`src/rtl/apb_cmd_bridge.sv`:
```
// ---------------------------------------------------------------------------
// apb_cmd_bridge
//
// Single requester for the four-slave APB fabric. Commands arrive on a
// valid/ready interface and are buffered in a small FIFO. The head command
// is turned into an APB SETUP/ACCESS transfer. Its completion status is
// returned on a valid/ready response interface that holds one entry.
//
// The FIFO head stays in the FIFO while its transfer is in flight and is
// popped when the transfer completes. A queued command therefore counts
// against FIFO_DEPTH until its response has been generated.
//
// Parameters
//   FIFO_DEPTH      command FIFO entries (power of two, >= 2)
//   TIMEOUT_CYCLES  ACCESS-phase stall limit (used with APB_TIMEOUT_EN)
//
// Optional feature macro
//   APB_TIMEOUT_EN  when defined, a transfer that stalls TIMEOUT_CYCLES
//                   ACCESS cycles is ended with rsp_err=1, rsp_rdata=0.
//
// Ports
//   pclk, preset        clock, asynchronous active-high reset
//   cmd_valid/ready     command handshake (cmd_ready = !full && !preset)
//   cmd_addr/write/wdata/strb/prot   command payload
//   rsp_valid/ready     response handshake
//   rsp_rdata, rsp_err  read data (0 for writes) and slave error / timeout
//   psel..pprot         APB requester outputs (all registered)
//   prdata, pready, pslverr          APB completer inputs
//   busy                transfer in progress or commands queued
// ---------------------------------------------------------------------------
module apb_cmd_bridge #(
  parameter int FIFO_DEPTH     = 4,
  parameter int TIMEOUT_CYCLES = 16
) (
  input  logic        pclk,
  input  logic        preset,
  input  logic        cmd_valid,
  output logic        cmd_ready,
  input  logic [31:0] cmd_addr,
  input  logic        cmd_write,
  input  logic [31:0] cmd_wdata,
  input  logic [3:0]  cmd_strb,
  input  logic [2:0]  cmd_prot,
  output logic        rsp_valid,
  input  logic        rsp_ready,
  output logic [31:0] rsp_rdata,
  output logic        rsp_err,
  output logic [3:0]  psel,
  output logic        penable,
  output logic [31:0] paddr,
  output logic        pwrite,
  output logic [31:0] pwdata,
  output logic [3:0]  pstrb,
  output logic [2:0]  pprot,
  input  logic [31:0] prdata,
  input  logic        pready,
  input  logic        pslverr,
  output logic        busy
);

  localparam int AW = $clog2(FIFO_DEPTH);
  localparam int CW = AW + 1;
  localparam int EW = 72;  // addr(32) + write(1) + wdata(32) + strb(4) + prot(3)

  // Parameter legality, reported at elaboration.
  if (FIFO_DEPTH < 2 || (FIFO_DEPTH & (FIFO_DEPTH - 1)) != 0) begin : g_bad_depth
    $error("apb_cmd_bridge: FIFO_DEPTH must be a power of two >= 2");
  end
  if (TIMEOUT_CYCLES < 1) begin : g_bad_timeout
    $error("apb_cmd_bridge: TIMEOUT_CYCLES must be >= 1");
  end

  typedef enum logic [1:0] {
    ST_IDLE   = 2'd0,
    ST_SETUP  = 2'd1,
    ST_ACCESS = 2'd2
  } state_t;

  // Slave select decode from the two top address bits.
  function automatic logic [3:0] slave_onehot(input logic [1:0] sel);
    logic [3:0] oh;
    case (sel)
      2'b00:   oh = 4'b0001;
      2'b01:   oh = 4'b0010;
      2'b10:   oh = 4'b0100;
      2'b11:   oh = 4'b1000;
      default: oh = 4'b0000;
    endcase
    return oh;
  endfunction

  state_t        state;
  state_t        state_next;

  logic [EW-1:0] mem [FIFO_DEPTH];
  logic [AW-1:0] wr_ptr;
  logic [AW-1:0] rd_ptr;
  logic [CW-1:0] count;
  logic          full;
  logic          empty;
  logic          push;
  logic          pop;

  logic [EW-1:0] head;
  logic [31:0]   head_addr;
  logic          head_write;
  logic [31:0]   head_wdata;
  logic [3:0]    head_strb;
  logic [2:0]    head_prot;

  logic          slot_free;
  logic          start;
  logic          enter_access;
  logic          access_ok;
  logic          expire;
  logic          done;

  assign full      = (count == CW'(FIFO_DEPTH));
  assign empty     = (count == {CW{1'b0}});
  assign cmd_ready = !full && !preset;
  assign push      = cmd_valid && cmd_ready;
  assign pop       = done;
  assign busy      = (state != ST_IDLE) || !empty;

  // The response slot can take a new entry if empty or drained this edge.
  assign slot_free = !rsp_valid || rsp_ready;

  assign head       = mem[rd_ptr];
  assign head_addr  = head[71:40];
  assign head_write = head[39];
  assign head_wdata = head[38:7];
  assign head_strb  = head[6:3];
  assign head_prot  = head[2:0];

  // FIFO storage; entries are only read while the FIFO is non-empty.
  always_ff @(posedge pclk) begin
    if (push) begin
      mem[wr_ptr] <= {cmd_addr, cmd_write, cmd_wdata, cmd_strb, cmd_prot};
    end
  end

  // FIFO pointers and occupancy.
  always_ff @(posedge pclk or posedge preset) begin
    if (preset) begin
      wr_ptr <= {AW{1'b0}};
      rd_ptr <= {AW{1'b0}};
      count  <= {CW{1'b0}};
    end else begin
      if (push) begin
        wr_ptr <= wr_ptr + AW'(1);
      end
      if (pop) begin
        rd_ptr <= rd_ptr + AW'(1);
      end
      case ({push, pop})
        2'b10:   count <= count + CW'(1);
        2'b01:   count <= count - CW'(1);
        default: count <= count;
      endcase
    end
  end

`ifdef APB_TIMEOUT_EN
  localparam int TW = $clog2(TIMEOUT_CYCLES + 1);
  logic [TW-1:0] tmo_cnt;

  // Counts stalled ACCESS cycles of the transfer in flight.
  always_ff @(posedge pclk or posedge preset) begin
    if (preset) begin
      tmo_cnt <= {TW{1'b0}};
    end else if (state == ST_SETUP) begin
      tmo_cnt <= {TW{1'b0}};
    end else if (state == ST_ACCESS && !pready) begin
      tmo_cnt <= tmo_cnt + TW'(1);
    end else begin
      tmo_cnt <= tmo_cnt;
    end
  end

  // Expiry fires on the edge that ends the last allowed stall cycle;
  // a pready on that same edge is a normal completion instead.
  assign expire = (state == ST_ACCESS) && !pready &&
                  (tmo_cnt == TW'(TIMEOUT_CYCLES - 1));
`else
  assign expire = 1'b0;
`endif

  assign done = access_ok || expire;

  // State register.
  always_ff @(posedge pclk or posedge preset) begin
    if (preset) begin
      state <= ST_IDLE;
    end else begin
      state <= state_next;
    end
  end

  // Next-state logic.
  always_comb begin
    state_next = state;
    case (state)
      ST_IDLE: begin
        if (start) begin
          state_next = ST_SETUP;
        end else begin
          state_next = ST_IDLE;
        end
      end
      ST_SETUP: state_next = ST_ACCESS;
      ST_ACCESS: begin
        if (done) begin
          state_next = ST_IDLE;
        end else begin
          state_next = ST_ACCESS;
        end
      end
      default: state_next = ST_IDLE;
    endcase
  end

  // Per-state control decode that steers the registered outputs.
  always_comb begin
    start        = 1'b0;
    enter_access = 1'b0;
    access_ok    = 1'b0;
    case (state)
      ST_IDLE: begin
        if (!empty && slot_free) begin
          start = 1'b1;
        end else begin
          start = 1'b0;
        end
      end
      ST_SETUP: enter_access = 1'b1;
      ST_ACCESS: begin
        if (pready) begin
          access_ok = 1'b1;
        end else begin
          access_ok = 1'b0;
        end
      end
      default: begin
        start        = 1'b0;
        enter_access = 1'b0;
        access_ok    = 1'b0;
      end
    endcase
  end

  // APB request registers: loaded from the FIFO head when a transfer starts.
  always_ff @(posedge pclk or posedge preset) begin
    if (preset) begin
      psel    <= 4'b0000;
      penable <= 1'b0;
      paddr   <= 32'h0000_0000;
      pwrite  <= 1'b0;
      pwdata  <= 32'h0000_0000;
      pstrb   <= 4'b0000;
      pprot   <= 3'b000;
    end else if (start) begin
      psel    <= slave_onehot(head_addr[31:30]);
      penable <= 1'b0;
      paddr   <= head_addr;
      pwrite  <= head_write;
      pwdata  <= head_wdata;
      pstrb   <= head_write ? head_strb : 4'b0000;
      pprot   <= head_prot;
    end else if (enter_access) begin
      penable <= 1'b1;
    end else if (done) begin
      psel    <= 4'b0000;
      penable <= 1'b0;
    end
  end

  // Response slot: a completing transfer refills it even while it drains.
  always_ff @(posedge pclk or posedge preset) begin
    if (preset) begin
      rsp_valid <= 1'b0;
      rsp_rdata <= 32'h0000_0000;
      rsp_err   <= 1'b0;
    end else if (done) begin
      rsp_valid <= 1'b1;
      rsp_rdata <= (access_ok && !pwrite) ? prdata : 32'h0000_0000;
      rsp_err   <= access_ok ? pslverr : 1'b1;
    end else if (rsp_valid && rsp_ready) begin
      rsp_valid <= 1'b0;
    end
  end

endmodule

```
`config.mk`:
```
export PLATFORM = sky130hd
export DESIGN_NAME = apb_cmd_bridge
export DESIGN_NICKNAME = d
export VERILOG_FILES = /design/src/rtl/apb_cmd_bridge.sv
export SDC_FILE = /design/constraint.sdc
export NUM_CORES = 1
export LEC_CHECK = 0
export CORE_ASPECT_RATIO = 0.9
export CORE_MARGIN = 4
export CORE_UTILIZATION = 25
export CTS_CLUSTER_SIZE = 12
export DETAILED_ROUTE_END_ITERATION = 8
export DONT_BUFFER_PORTS = 1
export HOLD_SLACK_MARGIN = 0.03
export PLACE_DENSITY = 0.39
export SYNTH_ARGS = -nofsm -noshare
export SYNTH_HDL_FRONTEND = slang
export SYNTH_SLANG_ARGS = --single-unit
```
`constraint.sdc`:
```
create_clock -name pclk -period 4.75 [get_ports pclk]
set_input_delay 0.475 -clock pclk [delete_from_list [all_inputs] [get_ports pclk]]
set_output_delay 0.475 -clock pclk [all_outputs]
set_load 0.05 [all_outputs]
```
**Run 1: wiring by layer**

Bar = 100 µm. Two of the layers only.
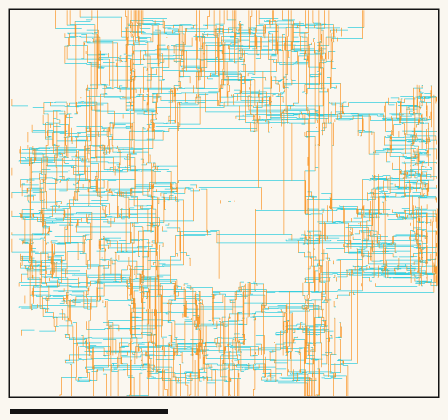
| layer | colour | wire length |
|---|---|---|
| met2 | orange | 15700 µm |
| met1 | cyan | 15100 µm |

**Run 1: metal 2**

Bar = 100 µm.
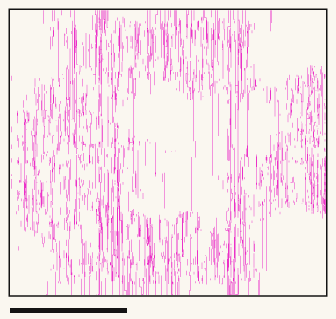
nets with wire on the layer: 849
longest straight run: 111 µm
share of all routed wire: 45%
main direction: vertical
wire length on this layer: 15700 µm

==> GITHUB_STEP_SUMMARY, run 1 <==
### Yosys + OpenROAD results

| Metric | Value |
|---|---|
| Initial DRC Count | 376 |
| Vias in the first global route | approximately 8000 |
| Status | finished clean |
| MI comb cells | between 200 and 300 |
| Non-clk bufs | around 97 |
| Number of remaining DRC errors | 0 |
| Worst setup margin | approximately 2.0 ns |
| Area leader share | between 50% and 60% |
| Max Cap Viol | 0 |
| MUX share of area | 17.37% |
| Fmax | approximately 360 MHz |
| Final Max Tran Viols | 0 |
| Most numerous logic cells after layout | edfxtp_1 (288), dfrtp_1 (118), dlygate4sd3_1 (83) |
| Antenna violations before repair | 8 |
| Setup crit end kind | flop |
| Slowest cell on crit path | and2_4 |
| Grt total ovfl | 0 |
| Slew @ Worst Pin | about 1.1 ns |
| Critical path arrival | between 3 and 4 ns |
| CTS root buffer | clkbuf_16 |
| Synth Cell Area | between 15000 and 20000 µm² |
| Synth async-reset ratio | just under 30% |
| Final core occ | a little under a third |
| Buffers on Ports | 0 |
| Post-DP HPWL | 20630 µm |
| Placed cell count | between 1500 and 2000 |
| H-tree depth | 2 |
| Syn-to-layout area delta | 20.10% |
| DR WL/cell | between 20 and 25 µm |
| Yosys top cell by area | edfxtp_1 |
| Stages on the worst setup path | 4 |
| Crit Path Max Fanout | approximately 60 |
| Post-Synth Simple-Gate Area | roughly 3.1% |
| Clock tree buffer depth | 3 |
| Pwr Total | 0.01318 W |
| First-pass GRT wire length | around 53000 µm |
| Commonest flop | edfxtp_1 |
| GR Util All Layers | 10.57% |
| Syn_area_per_cell | roughly 21 µm² |
| CP startpoint | count[0] |
| Vias/cell | 4.156 |
| Hold WS | roughly 0.077 ns |
| Non-clk buf share | approximately 5.1% |
| Critical path launch point type | flop |
| Filler cell count in the final layout | between 5000 and 6000 |
| Post-synthesis xor/xnor area fraction | less than 1% |
| Post-cts resize count | 0 |
| Multi-input logic area | between 3000 and 4000 µm² |
| Layout clock buffers | around 67 |
| Count leader, synth | edfxtp_1 |
| Synth unique cells | 31 |
| Chip height | ~240 µm |
**Run 1: clock wiring as the flow saved it**

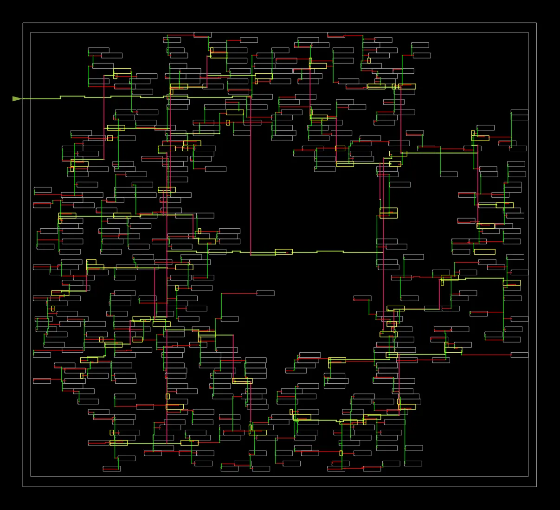
clk pwr: 0.00339 W
Clock Skew: 0.03174 ns

**Run 1: met3 routing**

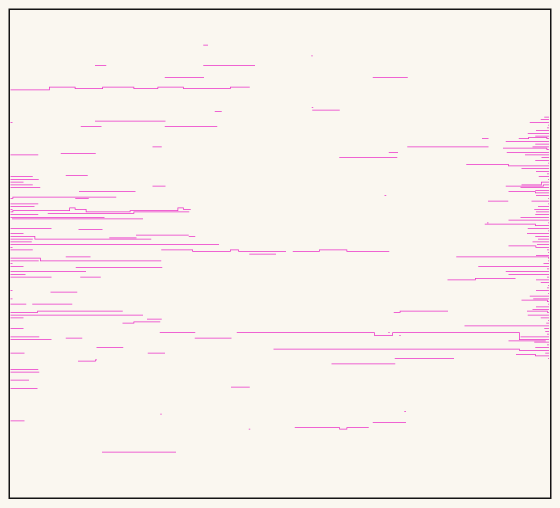
nets with wire on the layer: 147
main direction: horizontal
wire length on this layer: 3250 µm
share of all routed wire: 9.3%
longest straight run: 123 µm
Total Wirelength: 34860 µm
M3 GR Usage: 4.601%
detailed-route via count: 7040

[run 1: per-layer routing]
layer / track usage, % / share of wire, % / vias up
met5: 0 / 0.18 / -
met4: 3.090 / 2.2 / 10
met3: 4.601 / 9.3 / 64
met2: 16.20 / 45 / 218
met1: 13.67 / 43 / 3615
li1: - / - / 3133
[run 1: registers in the layout (all words and copies together) (netlist names)]
register	cells
rd_ptr	2
wr_ptr	2
psel	4
count	3
paddr	32
state	2
pwrite	1
pprot	3
rsp_rdata	32
pstrb	4
mem	288
pwdata	32
rsp_valid	1
penable	1
rsp_err	1
[run 1: report_power, final]
group,leakage (nW),internal (W),switching [W]
combinational,1.81,0.00165,0.00125
sequential,4.07,0.00460,0.00229
clock,0.705,0.00198,0.00142
total,6.59,0.00822,0.00496
**Run 1: power grid**

Bar = 100 µm. Pins as bars on the die edge.
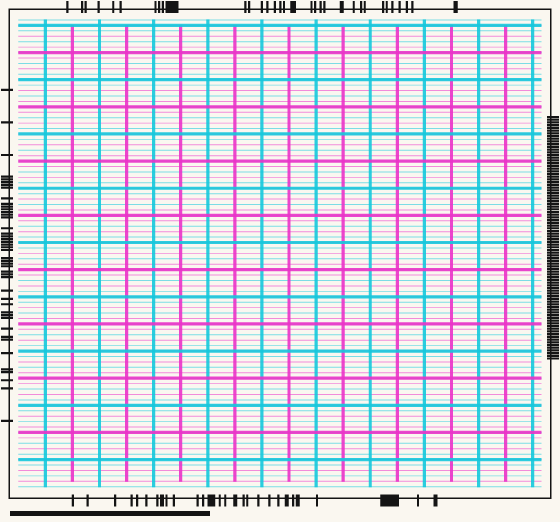

==> run 1 -> run 2 <==
- PLACE_DENSITY: 0.39 -> 0.41
- clock period: 4.75 -> 2.3 ns (I/O delays scaled with it)
**Run 2: power grid**

Bar = 100 µm. Pins as bars on the die edge.
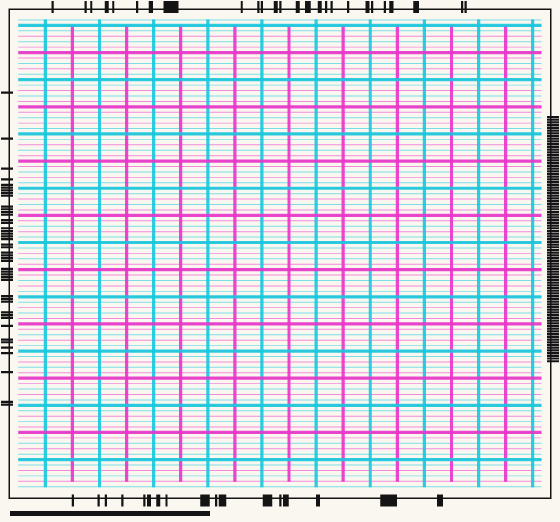
| net | colour |
|---|---|
| VSS | cyan |
| VDD | magenta |
met5 straps: 17
met4 straps: 19
met1 rails: 87
rows: 86

==> GITHUB_STEP_SUMMARY, run 2 <==
### Yosys + OpenROAD results

| Metric | Value |
|---|---|
| Grt met2 use | between 15 and 20% |
| Max reg flops | 288 |
| Slew @ Worst Pin | 0.8604 ns |
| Top sig layer | met5 |
| Clock share of power | about a quarter |
| Routed met3 length | about 3300 µm |
| Buffers on Ports | 0 |
| Clock tree buffer depth | 3 |
| Vias in the first global route | 7878 |
| Initial DRC Count | 271 |
| Comb pwr share | 24.4% |
| Crit Path Max Fanout | 34 |
| Internal cell power | ~0.017 W |
| Synth async-reset ratio | 29.41% |
| Top pwr grp | sequential cells |
| Hold WS | around 0.090 ns |
| Clock Skew | 0.02519 ns |
| Met1 Track Usage GR | roughly 14% |
| Post-Synth Simple-Gate Area | under 10% |
| First-pass GRT wire length | 53170 µm |
| Synth Cell Area | 15520 µm² |
| CTS root buffer | clkbuf_16 |
| Critical path arrival | approximately 1.8 ns |
| Flop pwr share | 50.4% |
| Post-DP HPWL | 21390 µm |
| Syn_area_per_cell | 20.69 µm² |
| Most numerous logic cells after layout | edfxtp_1 (288), dfrtp_1 (118), dlygate4sd3_1 (109) |
| DR WL/cell | around 21 µm |
| Detailed-route via count | around 7200 |
| Yosys top cell by area | edfxtp_1 |
| MUX share of area | roughly 17% |
| Worst setup margin | around 0.27 ns |
| Max Cap Viol | 0 |
| Final core occ | a little under a third |
| Final Max Tran Viols | 0 |
| Antenna violations before repair | 7 |
| Post-cts resize count | 0 |
| Pwr Total | roughly 0.028 W |
| Wire length on met1 | between 15000 and 20000 µm |
| Reported combinational group power | 0.00681 W |
| Count leader, synth | edfxtp_1 |
| Multi-input logic area | about 3500 µm² |
| Status | finished clean |
| P_sw | about 0.010 W |
| GR Util All Layers | 10.72% |
**Run 2: clock wiring as the flow saved it**

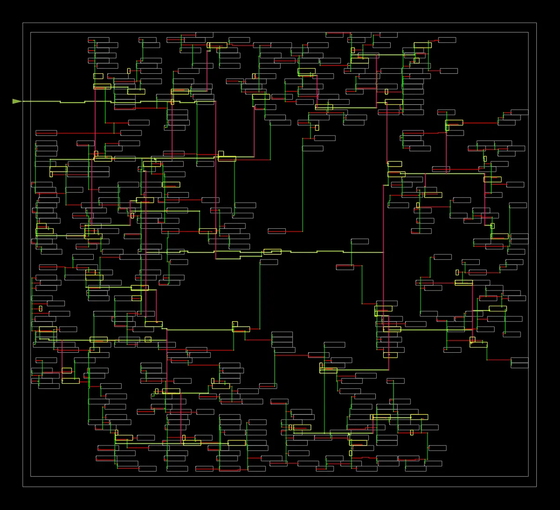
worst skew pair latency: 0.59 ns
Inserted Clock Buffers: 47
clk pwr: 0.00702 W
Flop Count: 408

run 2: worst max path at each step:
stage             start   endpoint  slack, ns  depth (start not counted)
2_1_floorplan  count[0]  mem[0][0]       0.04                          3
3_3_place_gp   state[0]     pwrite       0.43                          5
3_5_place_dp   state[0]     pwrite       0.40                          5
4_1_cts          pwrite     pwrite       0.21                          1
5_1_grt          pwrite     pwrite       0.11                          1
6_report         pwrite     pwrite       0.27                          1
run 2: area by class of cell:
class / instances / area share [%]
clock inverters: 14 / 0.5775
multi-input cells: 293 / 18.25
well taps: 792 / 5.139
diodes: 2 / 0.02596
repair buffers: 142 / 8.241
flip-flops and latches: 408 / 60.46
clock buffers: 73 / 6.969
inverters: 15 / 0.3374
==> run 2 -> run 3 <==
- CAP_MARGIN: unset -> 20
**Run 3: clock wiring as the flow saved it**

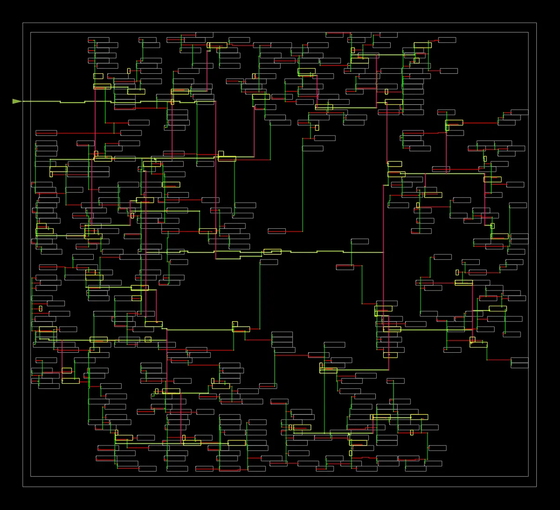
Clock Skew: 0.02519 ns
Num Clock Sinks: 408
Layout clock buffers: 73

==> GITHUB_STEP_SUMMARY, run 3 <==
### Yosys + OpenROAD results

| Metric | Value |
|---|---|
| Synth Cell Area | around 16000 µm² |
| Post-DP HPWL | 21390 µm |
| P_sw | ~0.010 W |
| Detailed-route via count | roughly 7200 |
| Largest stage delay on the critical path | 0.89 ns |
| M3 GR Usage | approximately 4.6% |
| RSZ-0062 raised after global routing | false |
| First-pass GRT wire length | between 50000 and 60000 µm |
| Yosys top cell by area | edfxtp_1 |
| Top logic cell by instance count in the layout | edfxtp_1 |
| Flop pwr share | slightly above 50% |
| Routed met3 length | about 3300 µm |
| Clock share of power | between 20% and 30% |
| Final Max Tran Viols | 0 |
| Worst path buffer plus inverter count | 1 |
| CTS root buffer | clkbuf_16 |
| Number of remaining DRC errors | 0 |
| Synth async-reset ratio | just under 30% |
| Count leader, synth | edfxtp_1 |
| Vias/cell | ~4.2 |
| Grt total ovfl | 0 |
| Comb pwr share | 24.4% |
| WL met2 | between 15000 and 20000 µm |
| Post-route cell area | 19280 µm² |
| Initial DRC Count | 271 |
| H-tree depth | 2 |
| Area leader share | around 56% |
| Slowest cell on crit path | dfrtp_1 |
| Met1 Track Usage GR | 14.02% |
| Syn-to-layout area delta | 24.24% |
| Routability cong. | about 0.75 |
| Placed cell count | ~1500 |
| Buffers on Ports | 0 |
| Internal cell power | approximately 0.017 W |
| Total Wirelength | 35760 µm |
| Wire length on met1 | ~16000 µm |
| Top sig layer | met5 |
| Final setup fails | 0 |
| Reported combinational group power | about 0.007 W |
| CP Class | reg2out |
| I/O pin count | roughly 220 |
| Antenna violations before repair | 7 |
| Cell area leaders | edfxtp_1 (56%), dfrtp_1 (19%), mux4_2 (10%), mux2_4 (5.2%), nand2b_1 (1.5%) |
| Chip height | approximately 240 µm |
| DR WL/cell | between 20 and 25 µm |
| GR Util All Layers | a little over a tenth |
| Largest net degree at the start of global routing | 72 |
| Seq. pwr | ~0.014 W |
| Layout Cells excl Fill | approximately 1700 |
| Most numerous logic cells after layout | edfxtp_1 (288), dfrtp_1 (118), dlygate4sd3_1 (109) |
| Critical path launch point type | flop |
| Commonest flop | edfxtp_1 |
| Worst ir drop on vdd | 0.7846 mV |
| Min cycle time layout | 2.034 ns |
| Max Cap Viol | 0 |
| Area reported by Yosys stat | about 16000 µm² |
| Critical path arrival | roughly 1.8 ns |
| Inserted Clock Buffers | about 47 |
| Crit path capture | pwrite |
| Filler cell count in the final layout | just under 6000 |
| DP Area | 16730 µm² |
| Post-cts resize count | 0 |
| Worst setup margin | ~0.27 ns |
| Slew @ Worst Pin | between 0.8 and 0.9 ns |
| Setup crit end kind | primary output |
| Crit Path Max Fanout | 34 |
| Sw Share | a little under two fifths |
| CP startpoint | pwrite |
| Fmax | about 490 MHz |
| Syn_area_per_cell | about 21 µm² |
| Synth unique cells | 31 |
| Final core occ | 31.44% |
| Max reg flops | 288 |
| Top pwr grp | sequential cells |
| Cells along the critical path | buf_4 |
| Min-delay src | cmd_valid |
| Top Usage Layer GRT | met2 |
| Clock tree buffer depth | 3 |
| Worst skew pair latency | between 0.5 and 0.6 ns |
| Status | finished clean |
| Stages on the worst setup path | 1 |
| Grt met2 use | between 10% and 20% |
| Pwr Total | roughly 0.028 W |
| Pre-CTS WS | roughly 0.40 ns |
| Top reg by flops | mem |
| Vias in the first global route | about 7900 |
| Clk pwr | 0.00702 W |
| Hold WS | around 0.09 ns |
**Run 3: power grid**

Bar = 100 µm. Pins as bars on the die edge.
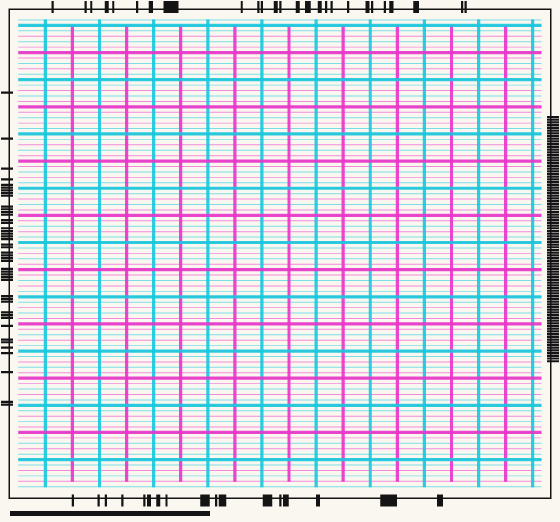
| net | colour |
|---|---|
| VSS | cyan |
| VDD | magenta |
rows: 86
met1 rails: 87
met5 straps: 17
met4 straps: 19
signal pins: 223

[run 3: cell counts in the layout (fill, tap and decap cells not counted)]
No cell type changed its count.
[run 3: cells by family after synthesis]
| group | share of synthesized area, % |
|---|---|
| AND/OR/NAND/NOR | 3.144 |
| flip-flops | 75.07 |
| XOR/XNOR | 0.3386 |
| buffers and inverters | 2.322 |
| multiplexers | 17.37 |
| AND-OR/OR-AND | 1.225 |
| adder cells (fa/ha/maj) | 0.5321 |
[run 3: cell type report]
class	count	area [µm²]	share of cell area [%]
Antenna cell	2	5.005	0.02596
Tap cell	792	991.0	5.139
Inverter	15	65.06	0.3374
Multi-Input combinational cell	293	3518	18.25
Sequential cell	408	11660	60.46
Timing Repair Buffer	142	1589	8.241
Clock inverter	14	111.4	0.5775
Clock buffer	73	1344	6.969
Power is estimated from default activity; no workload was simulated.
